Fig. 1: run 1, sequential cells coloured by netlist name
Other sequential cells in the stronger grey, the rest of the logic in the fainter grey.
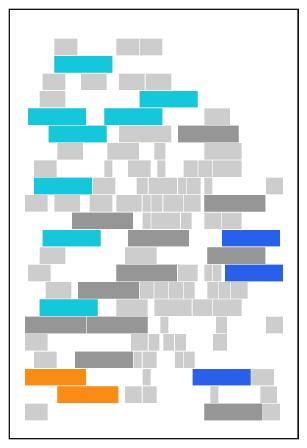
Fig. 2: run 1, wiring by layer
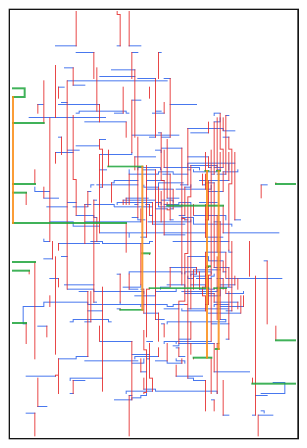
Fig. 3: run 1, routed clock nets over the placement
Scale bar: 10 um.
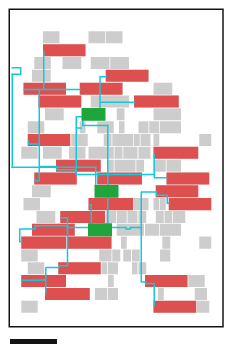
==> config.mk <==
export PLATFORM = sky130hd
export DESIGN_NAME = adc_serial_resp
export DESIGN_NICKNAME = d
export VERILOG_FILES = /design/src/rtl/adc_resp_pkg.sv /design/src/rtl/adc_serial_resp_sync_edge.sv /design/src/rtl/adc_serial_resp.sv
export SDC_FILE = /design/constraint.sdc
export NUM_CORES = 1
export LEC_CHECK = 0
export CORE_AREA = 2 2 43 65
export CTS_BUF_LIST = sky130_fd_sc_hd__clkbuf_8 sky130_fd_sc_hd__clkbuf_16
export CTS_CLUSTER_SIZE = 25
export DETAILED_ROUTE_END_ITERATION = 10
export DIE_AREA = 0 0 45 67
export MAX_ROUTING_LAYER = met4
export PLACE_DENSITY_LB_ADDON = 0.15
export SLEW_MARGIN = 0
export SYNTH_ARGS = -nofsm -noshare
export SYNTH_HDL_FRONTEND = slang
export SYNTH_SLANG_ARGS = --single-unit
==> constraint.sdc <==
create_clock -name clk -period 1.7 [get_ports clk]
set_input_delay 0.255 -clock clk [delete_from_list [all_inputs] [get_ports clk]]
set_output_delay 0.255 -clock clk [all_outputs]
set_load 0.05 [all_outputs]
==> src/rtl/adc_resp_pkg.sv <==
// adc_resp_pkg: shared state type, line levels and default width for adc_serial_resp (state TAIL exists only with ADC_RESP_LSB_TAIL_EN)
package adc_resp_pkg;
   localparam int   ADC_DATA_W     = 8;
   localparam logic ADC_IDLE_LEVEL = 1'b1;
   localparam logic ADC_NULL_LEVEL = 1'b0;
   typedef enum logic [2:0] {
      IDLE,
      MUX,
      NULLB,
      DATA,
`ifdef ADC_RESP_LSB_TAIL_EN
      TAIL,
`endif
      DONE
   } adc_resp_state_t;
endpackage

==> src/rtl/adc_serial_resp_sync_edge.sv <==
// sync_edge: STAGES-deep synchronizer plus one edge-detect flop; rise/fall are decoded from the last two flops only
module sync_edge #(
   parameter int STAGES = 2
) (
   input  logic clk,
   input  logic reset_n,
   input  logic d,
   output logic rise,
   output logic fall
);
   logic [STAGES-1:0] sync;
   logic              prev;
   // shift the pin through the synchronizer and keep one delayed copy of its output
   always_ff @(posedge clk or negedge reset_n) begin
      if (!reset_n) begin
         sync <= '1;
         prev <= 1'b1;
      end else begin
         sync <= {sync[STAGES-2:0], d};
         prev <= sync[STAGES-1];
      end
   end
   assign rise = ~prev & sync[STAGES-1];
   assign fall = prev & ~sync[STAGES-1];
endmodule

==> src/rtl/adc_serial_resp.sv <==
// adc_serial_resp: ADC0831-style serial responder (null bit, MSB-first data); ADC_RESP_LSB_TAIL_EN adds the ADC0832 LSB-first tail
module adc_serial_resp
   import adc_resp_pkg::*;
#(
   parameter int DATA_W      = ADC_DATA_W,
   parameter int SYNC_STAGES = 2
) (
   input  logic              clk,
   input  logic              reset_n,
   input  logic [DATA_W-1:0] sample_in,
   input  logic              cs_n,
   input  logic              sclk,
   output logic              dout,
   output logic              busy,
   output logic              frame_done,
   output logic              frame_abort
);
   localparam int IW = $clog2(DATA_W);
   adc_resp_state_t   state;
   logic [DATA_W-1:0] shreg;
   logic [IW-1:0]     idx;
   logic              cs_rise, cs_fall, sclk_fall, sclk_rise_unused;
   logic              data_phase;
   sync_edge #(.STAGES(SYNC_STAGES)) u_cs (
      .clk     (clk),
      .reset_n (reset_n),
      .d       (cs_n),
      .rise    (cs_rise),
      .fall    (cs_fall)
   );
   sync_edge #(.STAGES(SYNC_STAGES)) u_sclk (
      .clk     (clk),
      .reset_n (reset_n),
      .d       (sclk),
      .rise    (sclk_rise_unused),
      .fall    (sclk_fall)
   );
`ifdef ADC_RESP_LSB_TAIL_EN
   assign data_phase = (state == DATA) || (state == TAIL);
`else
   assign data_phase = (state == DATA);
`endif
   // frame sequencer: cs_n rise outranks any sclk fall seen in the same cycle
   always_ff @(posedge clk or negedge reset_n) begin
      if (!reset_n) begin
         state       <= IDLE;
         shreg       <= '0;
         idx         <= IW'(DATA_W-1);
         busy        <= 1'b0;
         frame_done  <= 1'b0;
         frame_abort <= 1'b0;
      end else begin
         frame_done  <= 1'b0;
         frame_abort <= 1'b0;
         if (cs_rise && state != IDLE && state != DONE) begin
            state       <= IDLE;
            busy        <= 1'b0;
            frame_abort <= 1'b1;
         end else begin
            case (state)
               IDLE: if (cs_fall) begin
                  shreg <= sample_in;
                  idx   <= IW'(DATA_W-1);
                  state <= MUX;
                  busy  <= 1'b1;
               end
               MUX:   if (sclk_fall) state <= NULLB;
               NULLB: if (sclk_fall) state <= DATA;
               DATA: if (sclk_fall) begin
                  if (idx == '0) begin
`ifdef ADC_RESP_LSB_TAIL_EN
                     state <= TAIL;
                     idx   <= IW'(1);
`else
                     state      <= DONE;
                     frame_done <= 1'b1;
`endif
                  end else begin
                     idx <= idx - 1'b1;
                  end
               end
`ifdef ADC_RESP_LSB_TAIL_EN
               TAIL: if (sclk_fall) begin
                  if (idx == IW'(DATA_W-1)) begin
                     state      <= DONE;
                     frame_done <= 1'b1;
                  end else begin
                     idx <= idx + 1'b1;
                  end
               end
`endif
               DONE: if (cs_rise) begin
                  state <= IDLE;
                  busy  <= 1'b0;
               end
               default: state <= IDLE;
            endcase
         end
      end
   end
   // dout follows the state one cycle later, so it settles SYNC_STAGES+2 clocks after the pin edge
   always_ff @(posedge clk or negedge reset_n) begin
      if (!reset_n) dout <= ADC_IDLE_LEVEL;
      else          dout <= (state == NULLB) ? ADC_NULL_LEVEL : data_phase ? shreg[idx] : ADC_IDLE_LEVEL;
   end
endmodule

==> impl_metrics.xml, run 1 <==
<?xml version="1.0" encoding="UTF-8"?>
<metrics>
  <group name="floorplanning">
    <metric name="row_count" unit="">22</metric>
    <metric name="chip_height" unit="um">67</metric>
    <metric name="chip_area" unit="um2">3020</metric>
    <metric name="fp_util" unit="%">45.1</metric>
  </group>
  <group name="flow_run">
    <metric name="maxCapViolations" unit="">0</metric>
  </group>
  <group name="timing">
    <metric name="rsz0062_at_grt" unit="">false</metric>
    <metric name="clock.fmax" unit="MHz">630</metric>
    <metric name="max_slew_margin" unit="%">75.5</metric>
    <metric name="setup_viol_count_final" unit="">0</metric>
  </group>
  <group name="route">
    <metric name="drc" unit="">0</metric>
    <metric name="drt_wl_total" unit="um">1870</metric>
    <metric name="detailedRoute.firstPassIterationCount" unit="">4</metric>
  </group>
  <group name="power_and_ir_drop">
    <metric name="switching_share" unit="%">30.1</metric>
    <metric name="clkPwrFrac" unit="%">21.0</metric>
    <metric name="power_frac_comb" unit="%">26.8</metric>
    <metric name="seq_power_share" unit="%">52.2</metric>
  </group>
  <group name="outcome">
    <metric name="outcome" unit="">completed</metric>
  </group>
  <group name="final_layout">
    <metric name="lay_top_cells" unit="">sky130_fd_sc_hd__dfrtp_1 (14), sky130_fd_sc_hd__clkdlybuf4s50_1 (11), sky130_fd_sc_hd__dfstp_2 (10)</metric>
    <metric name="layout.area.seq" unit="um2">613</metric>
    <metric name="fin_cells" unit="">129</metric>
  </group>
  <group name="clock_network">
    <metric name="number_of_buffers_added_by_the_clock_tree_synthesis_step" unit="">3</metric>
    <metric name="cts_setup_buffers" unit="">0</metric>
    <metric name="clock-sinks" unit="">24</metric>
  </group>
  <group name="global_route">
    <metric name="grt_util_all_layers" unit="%">15.0</metric>
    <metric name="grt_max_degree" unit="">25</metric>
    <metric name="global_route_wire_length_before_repair" unit="um">3140</metric>
    <metric name="grt_overflow" unit="">0</metric>
  </group>
  <group name="setup_path">
    <metric name="worstReg2RegEnd" unit="">idx[2]</metric>
    <metric name="kind_of_capture_point_of_the_worst_setup_path" unit="">flip-flop</metric>
    <metric name="crit_chain" unit="">inv_1 -&gt; ha_1 -&gt; nand2b_1 -&gt; a32oi_2 -&gt; o32a_2</metric>
    <metric name="crit_type" unit="">reg -&gt; reg</metric>
  </group>
  <group name="placement">
    <metric name="dp_cells" unit="">125</metric>
  </group>
  <group name="synthesis">
    <metric name="synth-edff-count" unit="">0</metric>
  </group>
</metrics>
## Picture notes: Fig. 1
Key: u_cs.sync = orange [placed flops 2]; shreg = cyan [placed flops 8]; state = blue [placed flops 3]

## Picture notes: Fig. 2
Key: M2 = red [wire length 946 um]; M4 = orange [wire length 99.3 um]; M1 = blue [wire length 740 um]; M3 = green [wire length 87.2 um]

## Picture notes: Fig. 3
Key: clock-net drivers = green [count 3]; clock wires = cyan [length 294 um]; flip-flops = red [count 24]
There are 4 routed clock nets. Position of the flops: all over the die.

[run 1: registers in the layout, indices dropped and copies added, names as in the netlist]
name / count
shreg: 8
idx: 3
state: 3
u_cs.sync: 2
u_sclk.sync: 2
busy: 1
dout: 1
frame_abort: 1
frame_done: 1
u_cs.prev: 1
u_sclk.prev: 1
[run 1: layout make-up]
type,count,share of cell area [%]
multi-input cells,56,34.5
repair buffers,17,11.8
clock buffers,3,3.15
inverters,4,1.15
flip-flops and latches,24,46.8
clock inverters,1,0.287
well taps,24,2.29
[run 1: worst reg2reg max path, stage by stage, from the launching register on]
cell and delay (ns):
sky130_fd_sc_hd__dfstp_2 0.58, sky130_fd_sc_hd__inv_1 0.09, sky130_fd_sc_hd__ha_1 0.20, sky130_fd_sc_hd__nand2b_1 0.11, sky130_fd_sc_hd__a32oi_2 0.15, sky130_fd_sc_hd__o32a_2 0.38
[run 1: worst max path at each step]
stage	start	endpoint	slack, ns	cells after the start
floorplan	idx[0]	idx[2]	0.14	5
global placement	idx[1]	idx[2]	0.20	5
detailed placement	idx[0]	idx[2]	0.10	6
CTS	idx[0]	idx[2]	0.08	6
global route	idx[0]	idx[2]	0.02	6
finish	idx[0]	idx[2]	0.11	5
[run 1: cells in the mapped netlist, types with 2 or more instances]
library cell | count | area, um2
sky130_fd_sc_hd__a211oi_1 | 3 | 22.5
sky130_fd_sc_hd__a21oi_1 | 4 | 20.0
sky130_fd_sc_hd__dfrtp_1 | 14 | 350
sky130_fd_sc_hd__dfstp_2 | 10 | 263
sky130_fd_sc_hd__ha_1 | 2 | 25.0
sky130_fd_sc_hd__inv_1 | 4 | 15.0
sky130_fd_sc_hd__mux2_2 | 8 | 90.1
sky130_fd_sc_hd__mux2i_1 | 2 | 20.0
sky130_fd_sc_hd__nand2_1 | 4 | 15.0
sky130_fd_sc_hd__nand2b_1 | 4 | 25.0
sky130_fd_sc_hd__nand3_1 | 3 | 15.0
sky130_fd_sc_hd__nor2_1 | 4 | 15.0
sky130_fd_sc_hd__nor2b_1 | 2 | 12.5
sky130_fd_sc_hd__nor3_1 | 4 | 20.0
[run 1: per-layer routing]
metal	part of all wire, %	up-vias	track usage, %
met3	4.6	10	2.44
met5	0	-	-
met2	51	26	23.0
met1	39	353	17.1
met4	5.3	0	11.0
li1	-	345	-
[run 1: timing repair]
item                       CTS  global route
gates resized                0             2
setup endpoints to repair    0             2
hold buffers                 0             0
[run 1: kinds of logic (layout without fill, tap and decap cells)]
kind of cell,after synthesis,count (layout),synth area share [%]
adder cells (fa/ha/maj),2,2,2.29
flip-flops,24,24,56.1
AND/OR/NAND/NOR,30,30,16.4
AND-OR/OR-AND,13,13,9.61
multiplexers,11,11,12.1
buffers and inverters,7,25,3.55
[run 1: power by group through the flow]
stage                     registers, mW  clock network (mW)  logic, mW
after detailed placement          0.839                   0      0.422
after global routing              0.850               0.363      0.474
after global placement            0.834                   0      0.413
final                             0.828               0.333      0.426
after floorplan                   0.849                   0      0.300
after CTS                         0.828               0.350      0.425
Fig. 4: run 1, cell placement
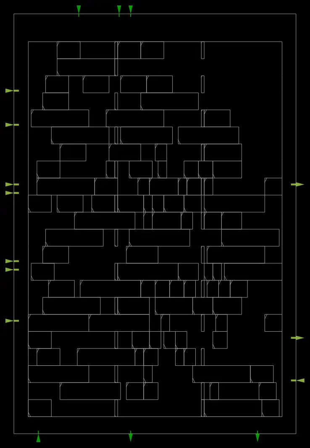

==> inputs of run 2 (changes only) <==
SYNTH_HIERARCHICAL = 1   (was not set)
TNS_END_PERCENT = 5   (was not set)
Fig. 5: run 2, cell placement
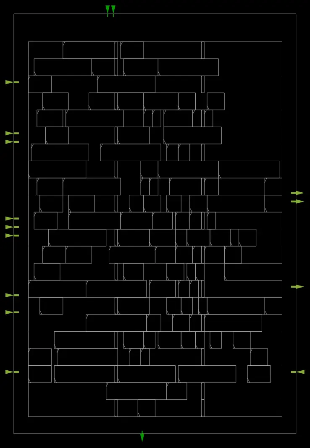
post-route insts no fill: 138
FFs & Latches: 24
Filler Cells Inserted: 190

==> run 2 against run 1 <==
Net effect: sequential cell count is the same; clock power grew 13%; register-to-register slack lost 0.097 ns; first-iteration DRC count shrank 86%; area after synthesis grew 0.80%; sequential power grew 12%.
==> impl_metrics.xml, run 2 <==
<?xml version="1.0" encoding="UTF-8"?>
<metrics>
  <group name="outcome">
    <metric name="outcome" unit="">completed</metric>
  </group>
  <group name="clock_network">
    <metric name="clock-sinks" unit="">24</metric>
    <metric name="max_h_tree_level" unit="">1</metric>
    <metric name="cts_hold_buf" unit="">0</metric>
    <metric name="cts-root-buf" unit="">sky130_fd_sc_hd__clkbuf_8</metric>
    <metric name="number_of_buffers_added_by_the_clock_tree_synthesis_step" unit="">3</metric>
  </group>
  <group name="route">
    <metric name="wl_met1" unit="um">799</metric>
    <metric name="top_layer" unit="">met4</metric>
    <metric name="drc" unit="">0</metric>
    <metric name="met2_length" unit="um">1030</metric>
    <metric name="detailroute.wirelength.met3" unit="um">57</metric>
    <metric name="detailedRoute.firstPassIterationCount" unit="">3</metric>
    <metric name="post_drt_via_cell_ratio" unit="">5.36</metric>
  </group>
  <group name="final_layout">
    <metric name="reg.largest.list" unit="">shreg x8, idx x3, state x3</metric>
    <metric name="layout.area.seq" unit="um2">613</metric>
    <metric name="lay_top_cells" unit="">sky130_fd_sc_hd__dfrtp_1 (14), sky130_fd_sc_hd__buf_4 (14), sky130_fd_sc_hd__clkdlybuf4s50_1 (11)</metric>
    <metric name="largest_register_ffs" unit="">8</metric>
    <metric name="largest-register" unit="">shreg</metric>
    <metric name="drive_above_1_share" unit="%">48.2</metric>
  </group>
  <group name="setup_path">
    <metric name="timing.critical_path.arrival" unit="ns">1.88</metric>
    <metric name="timing.critical_path.slowest_stage_cell" unit="">sky130_fd_sc_hd__dfstp_2</metric>
    <metric name="crit_chain" unit="">and2b_2 -&gt; or3_4 -&gt; nand2_2 -&gt; or3_4 -&gt; mux2_4</metric>
    <metric name="crit_type" unit="">reg -&gt; reg</metric>
    <metric name="kind_of_capture_point_of_the_worst_setup_path" unit="">flip-flop</metric>
    <metric name="rr_startpoint" unit="">u_cs/sync[1]</metric>
    <metric name="worstReg2RegEnd" unit="">idx[1]</metric>
    <metric name="cp_top_family" unit="">simple AND/OR/NAND/NOR gates</metric>
  </group>
  <group name="global_route">
    <metric name="grt_overflow" unit="">0</metric>
    <metric name="global_route_wire_length_before_repair" unit="um">3440</metric>
    <metric name="first_global_vias" unit="">768</metric>
    <metric name="grt_util_all_layers" unit="%">16.3</metric>
    <metric name="grt_max_degree" unit="">25</metric>
  </group>
  <group name="timing">
    <metric name="setup_viol_count_final" unit="">0</metric>
    <metric name="clock.fmax" unit="MHz">594</metric>
    <metric name="rsz0062_at_grt" unit="">true</metric>
    <metric name="max_slew_margin" unit="%">75.5</metric>
  </group>
  <group name="floorplanning">
    <metric name="chip_area" unit="um2">3020</metric>
    <metric name="row_count" unit="">22</metric>
    <metric name="chip_height" unit="um">67</metric>
    <metric name="fp_util" unit="%">45.5</metric>
  </group>
  <group name="hold_path">
    <metric name="min_path_type" unit="">in -&gt; async</metric>
  </group>
  <group name="placement">
    <metric name="pre_cts_ws" unit="ns">-0.000137</metric>
    <metric name="dp_cells" unit="">133</metric>
    <metric name="place.port_buffers" unit="">15</metric>
  </group>
  <group name="synthesis">
    <metric name="synth_cells" unit="">88</metric>
  </group>
  <group name="flow_run">
    <metric name="maxCapViolations" unit="">0</metric>
  </group>
</metrics>
Fig. 6: run 2, sequential cells coloured by netlist name
Other sequential cells in the stronger grey, the rest of the logic in the fainter grey.
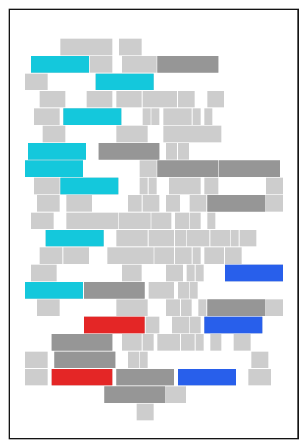
Key: shreg = cyan [placed flops 8]; u_sclk/sync = red [placed flops 2]; state = blue [placed flops 3]
Another 11 sequential cells are not coloured.

run 2: worst reg2reg max path: stages (launching register included):
cell	delay, ns
sky130_fd_sc_hd__dfstp_2	0.54
sky130_fd_sc_hd__and2b_2	0.22
sky130_fd_sc_hd__or3_4	0.34
sky130_fd_sc_hd__nand2_2	0.08
sky130_fd_sc_hd__or3_4	0.14
sky130_fd_sc_hd__mux2_4	0.30
run 2: area by class of cell:
class                           count  area share [%]
Clock buffer                        4            3.88
Tap cell                           24            2.12
Sequential cell                    24            43.2
Multi-Input combinational cell     54            32.6
Inverter                            6            1.59
Timing Repair Buffer               26            16.6
run 2: where the power goes:
group,total [mW],leakage (nW),switching [mW],internal [mW]
Clock,0.377,0.0288,0.170,0.206
Sequential,0.924,0.278,0.136,0.788
Combinational,0.908,0.331,0.410,0.498
Total,2.21,0.638,0.717,1.49
run 2: timing repair:
action                     CTS  global route
setup endpoints to repair    2             3
resized                      0             1
pin swaps                    2             1
setup buffers                0             1
cloned                       0             0
run 2: stage by stage:
stage | utilization (%) | setup TNS, ns | hold WS, ns
global placement | 55.9 | 0 | 0.346
CTS | 58.2 | 0 | 0.351
floorplan | - | 0 | -0.0406
detailed placement | 55.9 | -0.000137 | 0.347
global route | 58.6 | -0.0532 | 0.362
finish | 58.6 | 0 | 0.339
run 2: worst max-delay path by stage:
stage / depth (start not counted) / slack (ns) / endpoint / startpoint
floorplan: 6 / 0.02 / idx[0] / idx[1]
global placement: 5 / 0.03 / idx[1] / u_cs/sync[1]
detailed placement: 6 / -0.0001 / idx[1] / idx[0]
CTS: 5 / 0.005 / idx[1] / u_cs/sync[1]
global route: 5 / -0.03 / idx[1] / u_cs/sync[1]
finish: 5 / 0.02 / idx[1] / u_cs/sync[1]
run 2: layer usage:
layer | track usage [%] | up-vias
li1 | - | 360
met3 | 2.44 | 2
met2 | 25.4 | 13
met4 | 8.82 | 0
met5 | - | -
met1 | 20.0 | 365
Power figures rest on the tool's default switching activity, not on a simulated workload.
